--- config.mk ---
export PLATFORM = sky130hd
export DESIGN_NAME = msc4_bus_master_flat
export DESIGN_NICKNAME = d
export VERILOG_FILES = /design/src/rtl/msc4_bus_master_if.sv /design/src/rtl/msc4_bus_master.sv /design/src/flat_wrapper.sv
export SDC_FILE = /design/constraint.sdc
export NUM_CORES = 1
export LEC_CHECK = 0
export ABC_CLOCK_PERIOD_IN_PS = 1850
export CAP_MARGIN = 15
export CORE_ASPECT_RATIO = 0.6
export CORE_UTILIZATION = 40
export DETAILED_ROUTE_END_ITERATION = 8
export PLACE_DENSITY = 0.78
export SYNTH_ARGS = -nofsm -noshare
export SYNTH_HDL_FRONTEND = slang
export SYNTH_SLANG_ARGS = --single-unit
--- constraint.sdc ---
create_clock -name CLK0 -period 1.85 [get_ports CLK0]
set_clock_uncertainty 0.15 [all_clocks]
set_input_delay 0.555 -clock CLK0 [delete_from_list [all_inputs] [get_ports CLK0]]
set_output_delay 0.555 -clock CLK0 [all_outputs]
set_load 0.02 [all_outputs]
--- src/rtl/msc4_bus_master_if.sv ---
// MSC-4 bus master interface: core-side controls plus the multiplexed D/SYNC/CM bus.
// Port names follow the MSC-4 pin naming used by the rest of the CPU.
interface msc4_bus_master_if;
    logic        RUN;
    logic [11:0] PC;
    logic [3:0]  ACC;
    logic [7:0]  SRC_ADDR;
    logic [3:0]  D_IN;
    logic [3:0]  D_OUT;
    logic        D_OE;
    logic        SYNC;
    logic        CM;
    logic [3:0]  OPR;
    logic [3:0]  OPA;
    logic        INSTR_VALID;
    logic [3:0]  RD_DATA;
    logic        RD_VALID;
    logic [3:0]  PHASE;

    modport master (
        input  RUN, PC, ACC, SRC_ADDR, D_IN,
        output D_OUT, D_OE, SYNC, CM, OPR, OPA, INSTR_VALID, RD_DATA, RD_VALID, PHASE
    );

    modport slave (
        output RUN, PC, ACC, SRC_ADDR, D_IN,
        input  D_OUT, D_OE, SYNC, CM, OPR, OPA, INSTR_VALID, RD_DATA, RD_VALID, PHASE
    );
endinterface

--- src/rtl/msc4_bus_master.sv ---
// MSC-4 bus master: eight-phase instruction cycle sequencer with opcode capture.
// Optional feature macro: MSC4_IO_CYCLES_EN enables the SRC/WRR/RDR X-phase
// bus cycles and the M2 CM strobe; without it only the fetch is performed.
module msc4_bus_master (
    input  logic             CLK0,
    input  logic             RESET,
    msc4_bus_master_if.master bus
);

    typedef enum logic [3:0] {
        S_A1   = 4'd0,
        S_A2   = 4'd1,
        S_A3   = 4'd2,
        S_M1   = 4'd3,
        S_M2   = 4'd4,
        S_X1   = 4'd5,
        S_X2   = 4'd6,
        S_X3   = 4'd7,
        S_IDLE = 4'd8
    } state_t;

    state_t     state;
    logic [7:0] pc_hi;   // PC[11:4], sent in A2/A3

`ifdef MSC4_IO_CYCLES_EN
    logic [3:0] src_lo;  // SRC_ADDR[3:0], sent in X3
    logic       is_src;
    logic       is_wrr;
    logic       is_rdr;

    // Decode of the fetched opcode for the I/O X-phase cycles
    always_comb begin
        is_src = (bus.OPR == 4'h2) && bus.OPA[0];
        is_wrr = (bus.OPR == 4'hE) && (bus.OPA == 4'h2);
        is_rdr = (bus.OPR == 4'hE) && (bus.OPA == 4'hA);
    end
`endif

    assign bus.PHASE = state;

    // Phase sequencer; every output is set on the edge entering the cycle it describes
    always_ff @(posedge CLK0 or posedge RESET) begin
        if (RESET) begin
            state           <= S_IDLE;
            pc_hi           <= 8'h00;
            bus.D_OUT       <= 4'h0;
            bus.D_OE        <= 1'b0;
            bus.SYNC        <= 1'b1;
            bus.CM          <= 1'b1;
            bus.OPR         <= 4'h0;
            bus.OPA         <= 4'h0;
            bus.INSTR_VALID <= 1'b0;
            bus.RD_DATA     <= 4'h0;
            bus.RD_VALID    <= 1'b0;
`ifdef MSC4_IO_CYCLES_EN
            src_lo          <= 4'h0;
`endif
        end else begin
            bus.D_OUT       <= 4'h0;
            bus.D_OE        <= 1'b0;
            bus.SYNC        <= 1'b1;
            bus.CM          <= 1'b1;
            bus.INSTR_VALID <= 1'b0;
            bus.RD_VALID    <= 1'b0;
            case (state)
                S_IDLE, S_X3: begin
                    if (bus.RUN) begin
                        state     <= S_A1;
                        pc_hi     <= bus.PC[11:4];
                        bus.D_OUT <= bus.PC[3:0];
                        bus.D_OE  <= 1'b1;
                        bus.SYNC  <= 1'b0;
                    end else begin
                        state <= S_IDLE;
                    end
                end
                S_A1: begin
                    state     <= S_A2;
                    bus.D_OUT <= pc_hi[3:0];
                    bus.D_OE  <= 1'b1;
                end
                S_A2: begin
                    state     <= S_A3;
                    bus.D_OUT <= pc_hi[7:4];
                    bus.D_OE  <= 1'b1;
                    bus.CM    <= 1'b0;
                end
                S_A3: begin
                    state <= S_M1;
                end
                S_M1: begin
                    state   <= S_M2;
                    bus.OPR <= bus.D_IN;
`ifdef MSC4_IO_CYCLES_EN
                    bus.CM  <= (bus.D_IN != 4'hE);
`endif
                end
                S_M2: begin
                    state           <= S_X1;
                    bus.OPA         <= bus.D_IN;
                    bus.INSTR_VALID <= 1'b1;
                end
                S_X1: begin
                    state <= S_X2;
`ifdef MSC4_IO_CYCLES_EN
                    src_lo <= bus.SRC_ADDR[3:0];
                    if (is_src) begin
                        bus.D_OUT <= bus.SRC_ADDR[7:4];
                        bus.D_OE  <= 1'b1;
                        bus.CM    <= 1'b0;
                    end else if (is_wrr) begin
                        bus.D_OUT <= bus.ACC;
                        bus.D_OE  <= 1'b1;
                    end
`endif
                end
                S_X2: begin
                    state <= S_X3;
`ifdef MSC4_IO_CYCLES_EN
                    if (is_src) begin
                        bus.D_OUT <= src_lo;
                        bus.D_OE  <= 1'b1;
                    end
                    if (is_rdr) begin
                        bus.RD_DATA  <= bus.D_IN;
                        bus.RD_VALID <= 1'b1;
                    end
`endif
                end
                default: begin
                    state <= S_IDLE;
                end
            endcase
        end
    end

endmodule

--- src/flat_wrapper.sv ---
// flat-port wrapper written by rule: the top's interface ports become plain ports
module msc4_bus_master_flat 
  (CLK0, RESET, bus_RUN, bus_PC, bus_ACC, bus_SRC_ADDR, bus_D_IN, bus_D_OUT, bus_D_OE, bus_SYNC, bus_CM, bus_OPR, bus_OPA, bus_INSTR_VALID, bus_RD_DATA, bus_RD_VALID, bus_PHASE);
  msc4_bus_master_if bus_i ();
  input  logic CLK0;
  input  logic RESET;
  input wire logic [$bits(bus_i.RUN)-1:0] bus_RUN;
  input wire logic [$bits(bus_i.PC)-1:0] bus_PC;
  input wire logic [$bits(bus_i.ACC)-1:0] bus_ACC;
  input wire logic [$bits(bus_i.SRC_ADDR)-1:0] bus_SRC_ADDR;
  input wire logic [$bits(bus_i.D_IN)-1:0] bus_D_IN;
  output wire logic [$bits(bus_i.D_OUT)-1:0] bus_D_OUT;
  output wire logic [$bits(bus_i.D_OE)-1:0] bus_D_OE;
  output wire logic [$bits(bus_i.SYNC)-1:0] bus_SYNC;
  output wire logic [$bits(bus_i.CM)-1:0] bus_CM;
  output wire logic [$bits(bus_i.OPR)-1:0] bus_OPR;
  output wire logic [$bits(bus_i.OPA)-1:0] bus_OPA;
  output wire logic [$bits(bus_i.INSTR_VALID)-1:0] bus_INSTR_VALID;
  output wire logic [$bits(bus_i.RD_DATA)-1:0] bus_RD_DATA;
  output wire logic [$bits(bus_i.RD_VALID)-1:0] bus_RD_VALID;
  output wire logic [$bits(bus_i.PHASE)-1:0] bus_PHASE;
  assign bus_i.RUN = bus_RUN;
  assign bus_i.PC = bus_PC;
  assign bus_i.ACC = bus_ACC;
  assign bus_i.SRC_ADDR = bus_SRC_ADDR;
  assign bus_i.D_IN = bus_D_IN;
  assign bus_D_OUT = bus_i.D_OUT;
  assign bus_D_OE = bus_i.D_OE;
  assign bus_SYNC = bus_i.SYNC;
  assign bus_CM = bus_i.CM;
  assign bus_OPR = bus_i.OPR;
  assign bus_OPA = bus_i.OPA;
  assign bus_INSTR_VALID = bus_i.INSTR_VALID;
  assign bus_RD_DATA = bus_i.RD_DATA;
  assign bus_RD_VALID = bus_i.RD_VALID;
  assign bus_PHASE = bus_i.PHASE;
  msc4_bus_master u_core (.CLK0(CLK0), .RESET(RESET), .bus(bus_i));
endmodule
Run 1, signal wires by layer:
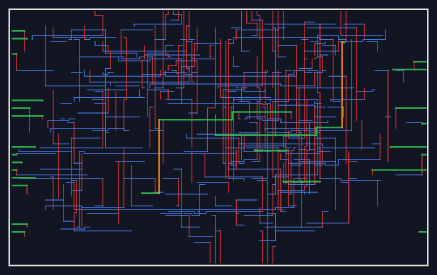
Key: blue = metal 1 [wire length 1180 um]; orange = metal 4 [wire length 27.9 um]; red = metal 2 [wire length 1220 um]; green = metal 3 [wire length 132 um]
Vias: 832
drt total wl: 2560 um

Run 1, gate families picked out:
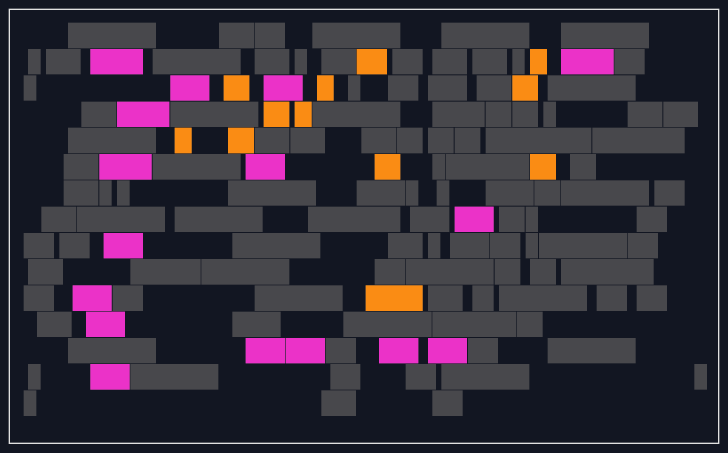
Key: orange = inverting AOI/OAI gates [cells 12, where north]; magenta = multiplexers [cells 16]

Run 1, clock wires, drivers and flops:
Bar = 20 um.
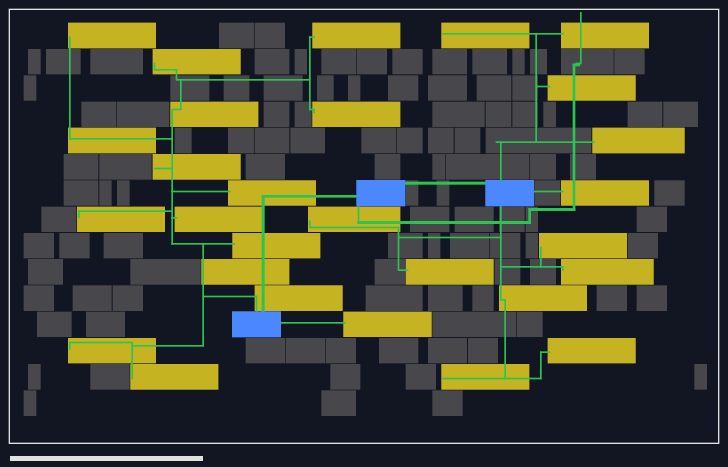
Key: green = clock wires [length 343 um]; blue = clock drivers [count 3]; yellow = flip-flops [count 28]
Position of the flops: all over the die.
clk pwr: 0.486 mW
Clock Power Share: 0.167
insertion delay to the later sink of the worst-skew pair: 270 ps

[run 1: where the power goes]
group / internal [mW] / total [mW] / switching, mW
sequential: 0.905 / 1.05 / 0.148
clock: 0.290 / 0.486 / 0.196
combinational: 0.687 / 1.38 / 0.691
[run 1: cell type report]
type	count	area share
inverters	6	0.0127
clock buffers	3	0.0234
clock inverters	1	0.0170
multi-input cells	48	0.251
repair buffers	51	0.268
well taps	42	0.0297
flip-flops and latches	28	0.398
[run 1: per-stage QoR]
step,instances,power (mW)
3_5_place_dp,174,2.55
5_1_grt,179,3.09
3_3_place_gp,174,2.49
4_1_cts,178,2.91
2_1_floorplan,91,1.93
6_report,179,2.92
[run 1: metal layers]
layer  routed length (um)  up-vias  share of wire  global-route usage
met1                 1180      405           0.46               0.227
met2                 1220       31           0.48               0.263
met4                   27        0          0.011              0.0462
li1                     -      392              -                   -
met3                  131        4          0.051              0.0469
met5                    0        -              0                   0
[run 1: flip-flops by register name (all words and copies together) (netlist names)]
| name | count |
|---|---|
| u_core.pc_hi | 8 |
| u_core.bus.INSTR_VALID | 1 |
| u_core.bus.OPR | 4 |
| u_core.bus.D_OE | 1 |
| u_core.bus.OPA | 4 |
| u_core.bus.SYNC | 1 |
| u_core.bus.CM | 1 |
| u_core.bus.PHASE | 4 |
| u_core.bus.D_OUT | 4 |
[run 1: worst paths after layout]
kind                                      from                end  slack (ps)
max in group asynchronous                RESET      u_core.bus.CM         870
min in group asynchronous                RESET  u_core.bus.OPR[0]         450
min reg2reg                  u_core.bus.OPR[1]  u_core.bus.OPR[1]         370
max                        u_core.bus.PHASE[3]    u_core.pc_hi[3]          30
max reg2reg                u_core.bus.PHASE[3]    u_core.pc_hi[3]          30
min                          u_core.bus.OPR[1]  u_core.bus.OPR[1]         370
[run 1: logic make-up (layout without fill, tap and decap cells)]
kind of cell / Yosys count / in the layout / share of synthesized area
flops: 28 / 28 / 0.577
mux: 16 / 16 / 0.160
buf+inv: 16 / 61 / 0.0871
compound gates: 12 / 13 / 0.0676
simple gates: 12 / 12 / 0.0912
xor+xnor: 2 / 2 / 0.0143
other cells: 1 / 5 / 0.00307
[run 1: worst max-delay path, cell delays in order (launching register included)]
cell,delay [ps]
dfstp_2,570
and4b_2,280
o21ai_4,330
mux2_2,390
[run 1: layout by cell type (no fill, tap or decap), types with 2 or more instances in the layout]
master	synthesis	layout
clkdlybuf4s15_1	0	2
a22oi_1	4	4
clkbuf_8	0	3
nor2_1	4	4
mux2_2	12	12
dlygate4sd2_1	0	17
o21ai_0	4	4
nor4b_4	2	2
clkdlybuf4s50_1	0	18
dfstp_2	3	3
nand2_1	2	2
inv_1	6	6
conb_1	1	5
dfrtp_1	25	25
mux2_4	4	4
buf_4	6	11
[run 1: repair_timing]
action,4_1_cts,5_1_grt
gates resized,23,4
endpoints found under the hold margin,0,0
setup endpoints to repair,29,10
pin swaps,0,1
cloned,0,1
buffers inserted,0,0
==> ci_impl_report.md, run 1 <==
### Metrics collected by this job

| Metric | Value |
|---|---|
| Status | completed |
| Worst r2r path cells | 3 |
| Wirelength per Cell | 14.3 um |
| Final nets | 169 |
| Commonest flop | dfrtp_1 |
| Setup TNS | 0 ps |
| Num ports | 56 |
| Hold Path Cell Cnt | 1 |
| Layout cell share with drive strength beyond 1 | 0.321 |
| Vias/cell | 4.65 |
| # diodes | 0 |
| Post-synth seq share | 0.577 |
| Max Slew Vio Count | 0 |
| Final setup fails | 0 |
| Hold_buf cts | 0 |
| CP Launch Type | register |
| Drc violations | 0 |
| DP Area | 0.00170 sq mm |
| Required @ worst endpoint | 1870 ps |
| Initial DRC count | 27 |
| Area grow syn2layout | 44.8% |
| Post-layout min period | 1820 ps |
| Yosys warnings | 4 |
| Flop area | 704 sq um |
| Max H-tree Level | 1 |
| Critical path endpoint category | register |
| TritonCTS Buffers | 3 |
| Max-cap check violation count | 0 |
| Tool warnings | 39 |
| Final Hold Slack | 365 ps |
| Largest net degree at the start of global routing | 29 |
| Antenna violations before repair | 0 |
| Worst Path Class, Setup | register to register |
| Top-area cell share | 0.512 |
| Initial Util | 0.423 |
| Chip Width | 73.3 um |
==> run 1 -> run 2 <==
--- a/config.mk
+++ b/config.mk
@@ -9,6 +9,7 @@
 export CAP_MARGIN = 15
 export CORE_ASPECT_RATIO = 0.6
 export CORE_UTILIZATION = 40
+export CTS_CLUSTER_DIAMETER = 30
 export DETAILED_ROUTE_END_ITERATION = 8
 export PLACE_DENSITY = 0.78
 export SYNTH_ARGS = -nofsm -noshare
Run 2, nets reached from selected ports:
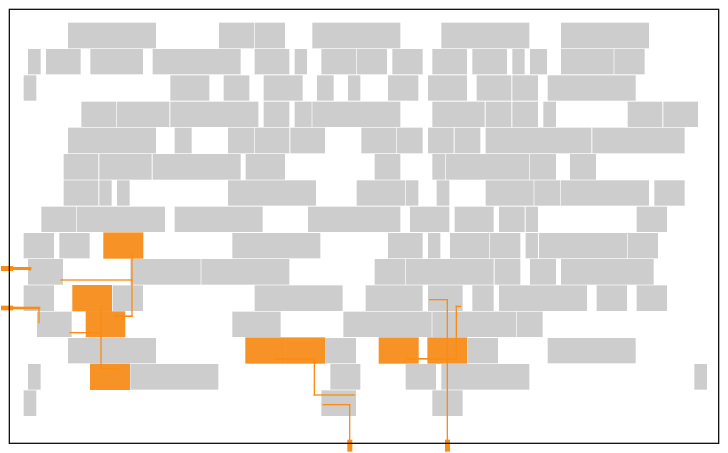
Key: orange = bus_D_IN [bits 4, direction input, end cells 8, buffers 4, wire 78.6 um]

==> ci_impl_report.md, run 2 <==
### Metrics collected by this job

| Metric | Value |
|---|---|
| Tool warnings | 39 (unchanged) |
| Total Power | 2.92 mW (unchanged) |
| Post-synth seq share | 0.577 (unchanged) |
| Worst Path Class, Setup | register to register |
| Combinational share of power | 0.472 (about the same) |
| Critical Path, Cell by Cell | and4b_2, o21ai_4, mux2_2 |
| Chip Width | 73.3 um (unchanged) |
| Initial DRC count | 27 (unchanged) |
| Max FFs per register | 8 (unchanged) |
| Post-layout min period | 1820 ps (unchanged) |
| Largest net degree at the start of global routing | 29 (unchanged) |
| Max H-tree Level | 1 (unchanged) |
| Drc violations | 0 (unchanged) |
| Clock Power Share | 0.167 (about the same) |
| Antenna violations before repair | 0 (unchanged) |
| Worst stage delay on the critical path | 570 ps (about the same) |
| Max-cap check violation count | 0 (unchanged) |
| Layout Cells excl Fill | 179 (unchanged) |
| DP Area | 0.00170 sq mm (unchanged) |
| Worst r2r path cells | 3 (unchanged) |
| Max Slew Vio Count | 0 (unchanged) |
| Vias/cell | 4.65 (unchanged) |
| Top-area cell share | 0.512 (unchanged) |
| Sequential power share | 0.361 (about the same) |
| Required @ worst endpoint | 1870 ps (about the same) |
| Placed Cells | 174 (unchanged) |
| Commonest flop | dfrtp_1 |
| Layout cell share with drive strength beyond 1 | 0.321 (unchanged) |
| Num ports | 56 (unchanged) |
| Power Internal | 1.88 mW (unchanged) |
| Most used logic cell in the final layout | dfrtp_1 |
| Hold Path Cell Cnt | 1 (unchanged) |
| Reg with most FFs | u_core.pc_hi |
| Area grow syn2layout | 44.8% (unchanged) |
| Sw frac | 0.355 (unchanged) |
| Status | completed |
| Final setup fails | 0 (unchanged) |
| Yosys warnings | 4 (unchanged) |
| Sw Pwr | 1.04 mW (unchanged) |
| # diodes | 0 (unchanged) |
| Most common logic cells in the final layout | dfrtp_1 (25), clkdlybuf4s50_1 (18), dlygate4sd2_1 (17), mux2_2 (12), buf_4 (11) |
| CP Launch Type | register |
| Hold_buf cts | 0 (unchanged) |
Run 2, clock wires, drivers and flops:
Bar = 20 um.
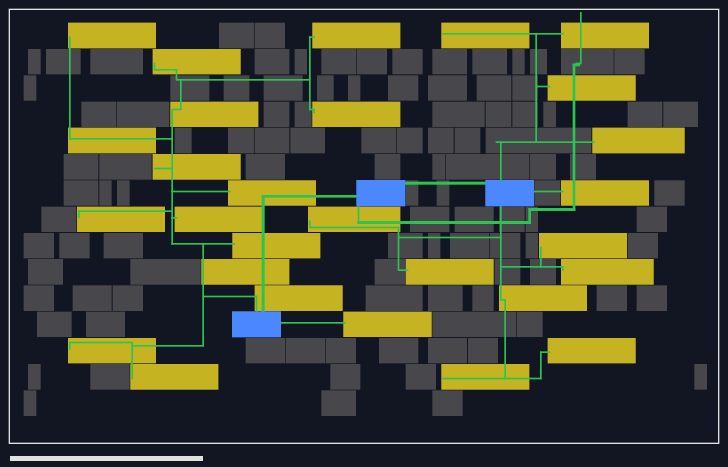
Key: yellow = flip-flops [count 28]; blue = clock drivers [count 3]; green = clock wires [length 343 um]
There are 4 routed clock nets. Position of the flops: all over the die.

-- run 2: cell counts after synthesis --
Identical to the previous run, type by type.
-- run 2: path summary, 6_finish.rpt --
check	to	startpoint	slack (ps)
setup / recovery	u_core.pc_hi[3]	u_core.bus.PHASE[3]	30
hold reg to reg	u_core.bus.OPR[1]	u_core.bus.OPR[1]	370
max in group asynchronous	u_core.bus.CM	RESET	870
min in group asynchronous	u_core.bus.OPR[0]	RESET	450
hold / removal	u_core.bus.OPR[1]	u_core.bus.OPR[1]	370
setup reg to reg	u_core.pc_hi[3]	u_core.bus.PHASE[3]	30
-- run 2: final cells by class --
class / instances / area [sq um] / share of cell area
sequential: 28 / 704 / 0.398
clock inverter: 1 / 30.0 / 0.0170
multi-input combinational: 48 / 443 / 0.251
tap: 42 / 52.6 / 0.0297
clock buffer: 3 / 41.3 / 0.0234
inverter: 6 / 22.5 / 0.0127
timing repair buffer: 51 / 474 / 0.268
-- run 2: logic make-up after synthesis --
kind of cell | Yosys count | share of synthesized area
compound gates | 12 | 0.0676
xor+xnor | 2 | 0.0143
buf+inv | 16 | 0.0871
flops | 28 | 0.577
mux | 16 | 0.160
other cells | 1 | 0.00307
simple gates | 12 | 0.0912
-- run 2: repair_timing --
item | CTS | global route
setup endpoints to repair | 29 | 10
setup buffers | 0 | 0
gates cloned | 0 | 1
resized | 23 | 4
pin swaps | 0 | 1
-- run 2: power by group through the flow --
stage | Clock (mW) | Sequential, mW | Combinational [mW]
floorplan | 0 | 1.26 | 0.661
global placement | 0 | 1.05 | 1.44
detailed placement | 0 | 1.07 | 1.48
CTS | 0.499 | 1.05 | 1.36
global route | 0.529 | 1.09 | 1.47
finish | 0.486 | 1.05 | 1.38
-- run 2: layer usage --
layer,share of wire,up-vias,GRT usage,wire length (um)
met5,0,-,0,0
met4,0.011,0,0.0462,27
met3,0.051,4,0.0469,131
met2,0.48,31,0.263,1220
met1,0.46,405,0.227,1180
li1,-,392,-,-
-- run 2: critical path, delay by kind of cell, from the launching register on --
kind	cells	cell delay, ps
flops	1	570
mux	1	390
compound gates	1	330
simple gates	1	280
==> run 2 -> run 3 <==
--- a/config.mk
+++ b/config.mk
@@ -5,7 +5,8 @@
 export SDC_FILE = /design/constraint.sdc
 export NUM_CORES = 1
 export LEC_CHECK = 0
-export ABC_CLOCK_PERIOD_IN_PS = 1850
+export ABC_AREA = 1
+export ABC_CLOCK_PERIOD_IN_PS = 2200
 export CAP_MARGIN = 15
 export CORE_ASPECT_RATIO = 0.6
 export CORE_UTILIZATION = 40
==> constraint.sdc (replaced) <==
create_clock -name CLK0 -period 2.2 [get_ports CLK0]
set_clock_uncertainty 0.15 [all_clocks]
set_input_delay 0.66 -clock CLK0 [delete_from_list [all_inputs] [get_ports CLK0]]
set_output_delay 0.66 -clock CLK0 [all_outputs]
set_load 0.02 [all_outputs]
Run 3, clock wires, drivers and flops:
Bar = 20 um.
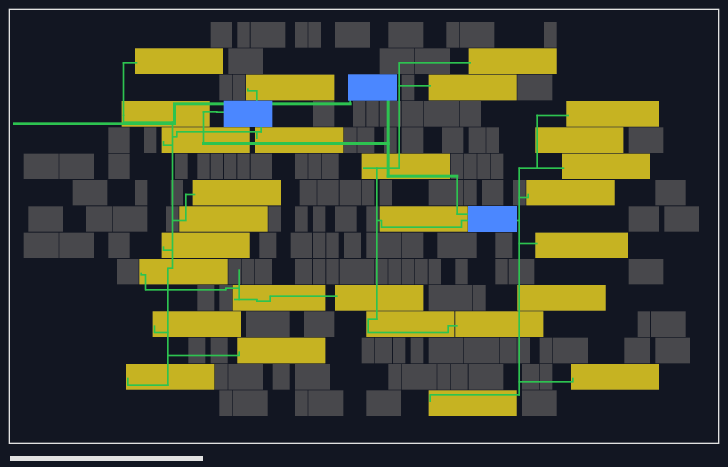
Key: green = clock wires [length 314 um]; blue = clock drivers [count 3]; yellow = flip-flops [count 28]
There are 4 routed clock nets.
clk pwr: 0.285 mW
Clock Power Share: 0.124

Run 3, gate families picked out:
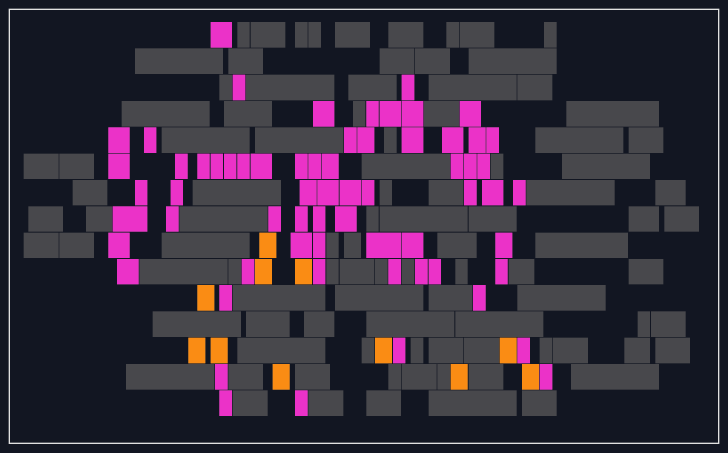
Key: orange = inverting AOI/OAI gates [cells 11]; magenta = NAND gates [cells 65]
most used logic cell in the final layout: nand2_1
combinational share of cell area: 0.243

==> ci_impl_report.md, run 3 <==
### Metrics collected by this job

| Metric | Value |
|---|---|
| Status | completed |
| Post_cts resized | 3 (-87%) |
| Commonest flop | dfrtp_1 |
| Hold_buf cts | 0 (unchanged) |
| CP Launch Type | register |
| Layout Cells excl Fill | 215 (+20%) |
| Final setup fails | 0 (unchanged) |
| Worst stage delay on the critical path | 610 ps (+40 ps) |
| XOR Share, Synth | 0 (-0.0143) |
| Sequential power share | 0.383 (+0.022) |
| Max FFs per register | 8 (unchanged) |
| Multiplexer share | 0 (-0.160) |
| Initial DRC count | 83 (+210%) |
| Top-area cell share | 0.514 (+0.00158) |
| Max Slew Vio Count | 0 (unchanged) |
| Post-layout min period | 2070 ps |
| Sw Pwr | 0.976 mW (-5.7%) |
| Crit-path leading delay family | buffers and inverters |
| Drc violations | 0 (unchanged) |
| Post-synthesis simple-gate area fraction | 0.272 (+0.181) |
| Sw frac | 0.425 (+0.0699) |
| MI comb area | 405 sq um (-8.5%) |
| Total Power | 2.30 mW (-21%) |
| Critical Path, Cell by Cell | clkdlybuf4s50_1 |
| Reg with most FFs | u_core.pc_hi |
[run 3: netlist changes by cell type after synthesis, moves of 5 or more]
cell     change
nand3_1      +5
inv_1        +7
nand4_1     +16
mux2_2      -12
o21ai_1      +5
nand2_1     +38
[run 3: power groups by stage]
stage                     sequential (mW)  clock [mW]  combinational [mW]
after floorplan                      1.06           0               0.540
after global placement              0.880           0                1.11
after detailed placement            0.892           0                1.15
after CTS                           0.881       0.287                1.15
after global routing                0.904       0.303                1.25
final                               0.879       0.285                1.13
[run 3: metrics by stage]
| step | worst slack, ps | utilization | hold slack (ps) | instance area [sq um] |
|---|---|---|---|---|
| 2_1_floorplan | 788 | - | 292 | 1230 |
| 3_3_place_gp | 213 | 0.561 | 306 | 1620 |
| 3_5_place_dp | 211 | 0.561 | 316 | 1620 |
| 4_1_cts | 20.7 | 0.575 | 337 | 1660 |
| 5_1_grt | 87.8 | 0.577 | 365 | 1670 |
| 6_report | 135 | 0.577 | 337 | 1670 |
[run 3: kinds of logic after synthesis]
kind of cell,count (synthesis)
AND-OR/OR-AND,11
buffers and inverters,25
flip-flops,28
other,1
AND/OR/NAND/NOR,69
[run 3: final cells by class]
cell class                 count  share of cell area
clock buffer                   4              0.0270
inverter                      15              0.0338
multi-input combinational     85               0.243
sequential                    28               0.422
tap                           42              0.0315
timing repair buffer          41               0.242
[run 3: final timing paths]
path / startpoint / endpoint / depth (start not counted)
worst min register to register: u_core.pc_hi[4] / u_core.pc_hi[4] / 2
max in group asynchronous: RESET / u_core.bus.PHASE[3] / 3
worst min-delay path: u_core.pc_hi[4] / u_core.pc_hi[4] / 2
worst max register to register: u_core.bus.PHASE[2] / u_core.bus.OPR[0] / 4
worst max-delay path: u_core.bus.OPA[3] / bus_OPA[3] / 1
min in group asynchronous: RESET / u_core.bus.INSTR_VALID / 3
[run 3: routing by layer]
metal / global-route usage / share of wire / up-vias
li1: - / - / 503
met2: 0.283 / 0.48 / 31
met3: 0.0536 / 0.065 / 3
met4: 0.0392 / 0.0030 / 0
met1: 0.255 / 0.45 / 476
met5: 0 / 0 / -
No activity file was given, so power comes from the tool's default toggle rates.
